===== src/rtl/interrupt_arbiter.sv =====
// Interrupt arbiter: owns the machine timer, latches external interrupt
// lines, resolves the enabled pending set and offers one interrupt to fetch
// through a valid/ready handshake with frozen cause and source id.
module interrupt_arbiter #(
    parameter int                 NUM_SRC   = 4,
    parameter logic [NUM_SRC-1:0] EDGE_MASK = '0,
    parameter int                 TICK_DIV  = 1,
    parameter int                 SRC_ID_W  = (NUM_SRC > 1) ? $clog2(NUM_SRC) : 1
) (
    input  logic                clk,
    input  logic                reset,
    input  logic [1:0]          priv,
    input  logic                mstatus_mie,
    input  logic [63:0]         mie,
    input  logic                msip,
    input  logic [NUM_SRC-1:0]  ext_irq,
    input  logic                mtimecmp_we,
    input  logic [63:0]         mtimecmp_wdata,
    input  logic                int_ready,
    output logic                int_valid,
    output logic [3:0]          int_cause,
    output logic [SRC_ID_W-1:0] int_src_id,
    output logic [63:0]         mip,
    output logic [63:0]         mtime,
    output logic [63:0]         mtimecmp
);

    localparam logic [3:0] CAUSE_MSI = 4'd3;
    localparam logic [3:0] CAUSE_MTI = 4'd7;
    localparam logic [3:0] CAUSE_MEI = 4'd11;
    localparam logic [7:0] PRESC_MAX = 8'(TICK_DIV - 1);

    typedef enum logic [1:0] {IDLE, OFFER, ACK} state_t;

    state_t               state;
    logic [7:0]           presc;
    logic                 tick;
    logic [63:0]          mtime_q;
    logic                 tmr_pend;
    logic                 msip_pend;
    logic [NUM_SRC-1:0]   ext_prev;
    logic [NUM_SRC-1:0]   ext_pend;
    logic [NUM_SRC-1:0]   ext_pend_next;
    logic [NUM_SRC-1:0]   ext_clr;
    logic [SRC_ID_W-1:0]  sel_id;
    logic [3:0]           sel_cause;
    logic                 gen;
    logic                 ext_ok;
    logic                 sw_ok;
    logic                 tm_ok;
    logic                 any_ok;
    logic                 frozen_ok;
    logic                 withdraw;
    logic                 accept;
    logic                 unused_mie;

    assign unused_mie = ^{mie[63:12], mie[10:8], mie[6:4], mie[2:0]};

    assign tick  = (presc == PRESC_MAX);
    assign mtime = mtime_q;

    // Prescaled machine timer, compare register and the one-cycle-late timer pending flag
    always_ff @(posedge clk) begin
        if (!reset) begin
            presc    <= '0;
            mtime_q  <= '0;
            mtimecmp <= '1;
            tmr_pend <= 1'b0;
        end else begin
            presc <= tick ? 8'd0 : presc + 8'd1;
            if (tick) begin
                mtime_q <= mtime_q + 64'd1;
            end
            if (mtimecmp_we) begin
                mtimecmp <= mtimecmp_wdata;
            end
            tmr_pend <= (mtime_q >= mtimecmp);
        end
    end

    // Next external pending set: level sources follow the line, edge sources latch rising edges
    always_comb begin
        ext_clr = '0;
        for (int i = 0; i < NUM_SRC; i++) begin
            ext_clr[i] = accept && (int_cause == CAUSE_MEI) && (int_src_id == SRC_ID_W'(i));
        end
        ext_pend_next = (EDGE_MASK & ((ext_pend & ~ext_clr) | (ext_irq & ~ext_prev)))
                      | (~EDGE_MASK & ext_irq);
    end

    // Register the sampled external lines and software request
    always_ff @(posedge clk) begin
        if (!reset) begin
            ext_prev  <= '0;
            ext_pend  <= '0;
            msip_pend <= 1'b0;
        end else begin
            ext_prev  <= ext_irq;
            ext_pend  <= ext_pend_next;
            msip_pend <= msip;
        end
    end

    // Enable gating and fixed-priority selection (MEI > MSI > MTI, lowest external index first)
    always_comb begin
        gen       = (priv != 2'd3) | mstatus_mie;
        ext_ok    = (|ext_pend) & mie[11];
        sw_ok     = msip_pend & mie[3];
        tm_ok     = tmr_pend & mie[7];
        any_ok    = ext_ok | sw_ok | tm_ok;
        sel_id    = '0;
        for (int i = NUM_SRC - 1; i >= 0; i--) begin
            if (ext_pend[i]) begin
                sel_id = SRC_ID_W'(i);
            end
        end
        if (ext_ok) begin
            sel_cause = CAUSE_MEI;
        end else if (sw_ok) begin
            sel_cause = CAUSE_MSI;
        end else begin
            sel_cause = CAUSE_MTI;
        end
    end

    // Decide whether the frozen offer is still legitimate and whether fetch takes it
    always_comb begin
        frozen_ok = 1'b0;
        case (int_cause)
            CAUSE_MEI: begin
                for (int i = 0; i < NUM_SRC; i++) begin
                    if (int_src_id == SRC_ID_W'(i)) begin
                        frozen_ok = ext_pend[i] & mie[11];
                    end
                end
            end
            CAUSE_MSI: frozen_ok = sw_ok;
            CAUSE_MTI: frozen_ok = tm_ok;
            default:   frozen_ok = 1'b0;
        endcase
        withdraw = !gen || !frozen_ok;
        accept   = (state == OFFER) && int_ready && !withdraw;
    end

    // Offer FSM with registered valid/cause/id; the ACK bubble lets CSR updates settle
    always_ff @(posedge clk) begin
        if (!reset) begin
            state      <= IDLE;
            int_valid  <= 1'b0;
            int_cause  <= '0;
            int_src_id <= '0;
        end else begin
            case (state)
                IDLE: begin
                    if (gen && any_ok) begin
                        state      <= OFFER;
                        int_valid  <= 1'b1;
                        int_cause  <= sel_cause;
                        int_src_id <= ext_ok ? sel_id : '0;
                    end
                end
                OFFER: begin
                    if (withdraw) begin
                        state     <= IDLE;
                        int_valid <= 1'b0;
                    end else if (int_ready) begin
                        state     <= ACK;
                        int_valid <= 1'b0;
                    end
                end
                ACK: begin
                    state     <= IDLE;
                    int_valid <= 1'b0;
                end
                default: begin
                    state     <= IDLE;
                    int_valid <= 1'b0;
                end
            endcase
        end
    end

    // Architectural view of the registered pending state
    always_comb begin
        mip     = '0;
        mip[11] = |ext_pend;
        mip[7]  = tmr_pend;
        mip[3]  = msip_pend;
    end

endmodule

===== config.mk =====
export PLATFORM = sky130hd
export DESIGN_NAME = interrupt_arbiter
export DESIGN_NICKNAME = d
export VERILOG_FILES = /design/src/rtl/interrupt_arbiter.sv
export SDC_FILE = /design/constraint.sdc
export NUM_CORES = 1
export LEC_CHECK = 0
export CELL_PAD_IN_SITES_DETAIL_PLACEMENT = 0
export CELL_PAD_IN_SITES_GLOBAL_PLACEMENT = 1
export CORE_ASPECT_RATIO = 1.25
export CORE_MARGIN = 1
export CORE_UTILIZATION = 31
export CTS_CLUSTER_DIAMETER = 30
export CTS_CLUSTER_SIZE = 20
export DETAILED_ROUTE_END_ITERATION = 6
export PLACE_DENSITY_LB_ADDON = 0.1
export SYNTH_ARGS = -nofsm -noshare
export SYNTH_HDL_FRONTEND = slang
export SYNTH_SLANG_ARGS = --single-unit

===== constraint.sdc =====
create_clock -name clk -period 2.6 [get_ports clk]
set_clock_uncertainty 0.05 [all_clocks]
set_input_delay 0.26 -clock clk [delete_from_list [all_inputs] [get_ports clk]]
set_output_delay 0.26 -clock clk [all_outputs]
set_load 0.1 [all_outputs]

==> impl_metrics.env <==
# flow metrics
export IMPL_r2r_start="presc[1]"
export IMPL_cts_root_buffer="clkbuf_16"
export IMPL_leakagePower_uw=0.00504
export IMPL_htreeDepth=4
export IMPL_antenna_found_initial=0
export IMPL_outcome="complete, no violations"
export IMPL_synth_cell_types=50
export IMPL_start_kind="flip-flop"
export IMPL_first_pass_iters=4
export IMPL_top_cells_by_count="dfxtp_1 (149), nand2_1 (99), nor2_1 (80)"
export IMPL_startpoint="presc[1]"
export IMPL_wl_um=21800
export IMPL_seq_cells=149
export IMPL_setup_slack_ns=0.128
export IMPL_cts_num_sinks=149
export IMPL_avgRoutedWirePerCell_um=14.6
export IMPL_hold_path_startpoint="mtimecmp_we"
export IMPL_num_vias=6886
export IMPL_placed_cell_area_sq_um=9960
export IMPL_routed_top_layer="met4"
export IMPL_grtUsageTotal_pct=16.9
export IMPL_grt_pass1_vias=6641
export IMPL_regToRegEndpoint="mtime[26]"
export IMPL_ys_seq_share_pct=37.7
export IMPL_use_met1_pct=20.3
export IMPL_path_delay_family="simple AND/OR/NAND/NOR gates"
export IMPL_simple_gate_share_pct=20.4
export IMPL_cts_tree="built"
export IMPL_clkbuf_count=19
export IMPL_die_area_sq_um=26200
export IMPL_layout_top_cells="buf_4 (155), dfxtp_1 (114), nand2_1 (99)"
export IMPL_synth_area_per_cell_sq_um=8.48
export IMPL_pwr_share_seq_pct=35.7
export IMPL_xor_area_share_pct=6.08
export IMPL_synth_most_common_cell="dfxtp_1"
export IMPL_met2_length_um=10900
export IMPL_grt_pass1_wl_um=35200
export IMPL_crit_type="flip-flop to flip-flop"
export IMPL_top_area_cell_class="logic gates"
export IMPL_synth_area_top_cells="dfxtp_1 (38%), ha_1 (11%), buf_4 (6.3%)"
export IMPL_async_reset_ff_share_pct=0
export IMPL_rsz0062_at_grt="yes"
export IMPL_clk_share_pct=6.29
export IMPL_holdBufCountCts=0
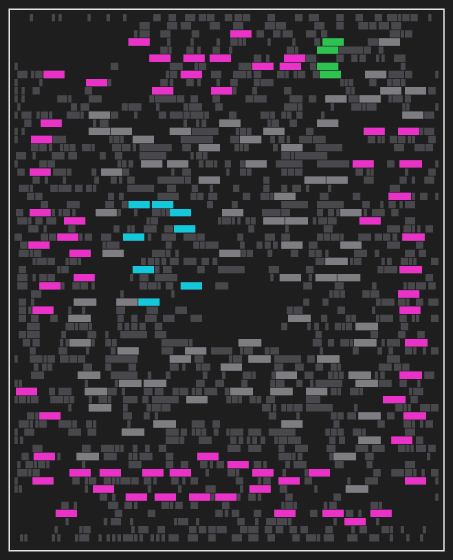
flops_by_reg.png
[presc] cyan | flops: 8
[mtimecmp] magenta | flops: 64 | where: spread over the die
[ext_pend] green | flops: 4 | where: upper right
not coloured: 73
Seq power: 2420 uW
final core utilization: 42.5%
Seq/total area: 28.3%

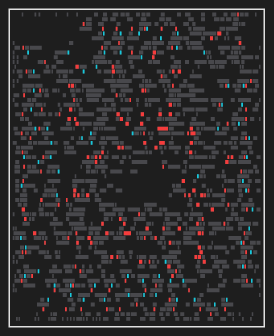
logic_types.png
[NAND gates] red | cells: 178 | where: spread over the die
[inverters] cyan | cells: 73 | where: spread over the die
Top cell excl fill/tap: buf_4
Comb/total area: 39.9%
Non-Filler Instances: 1494

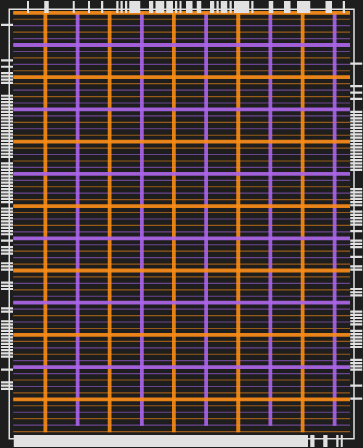
power_grid.png
Pins as bars on the die edge.
[VDD] purple
[VSS] orange
rows: 65
met4 straps: 10
met5 straps: 13
die height: 181 um
die width: 145 um
worst vdd ir: 0.434 mV
core footprint: 25100 sq um

No activity file was given, so power comes from the tool's default toggle rates.
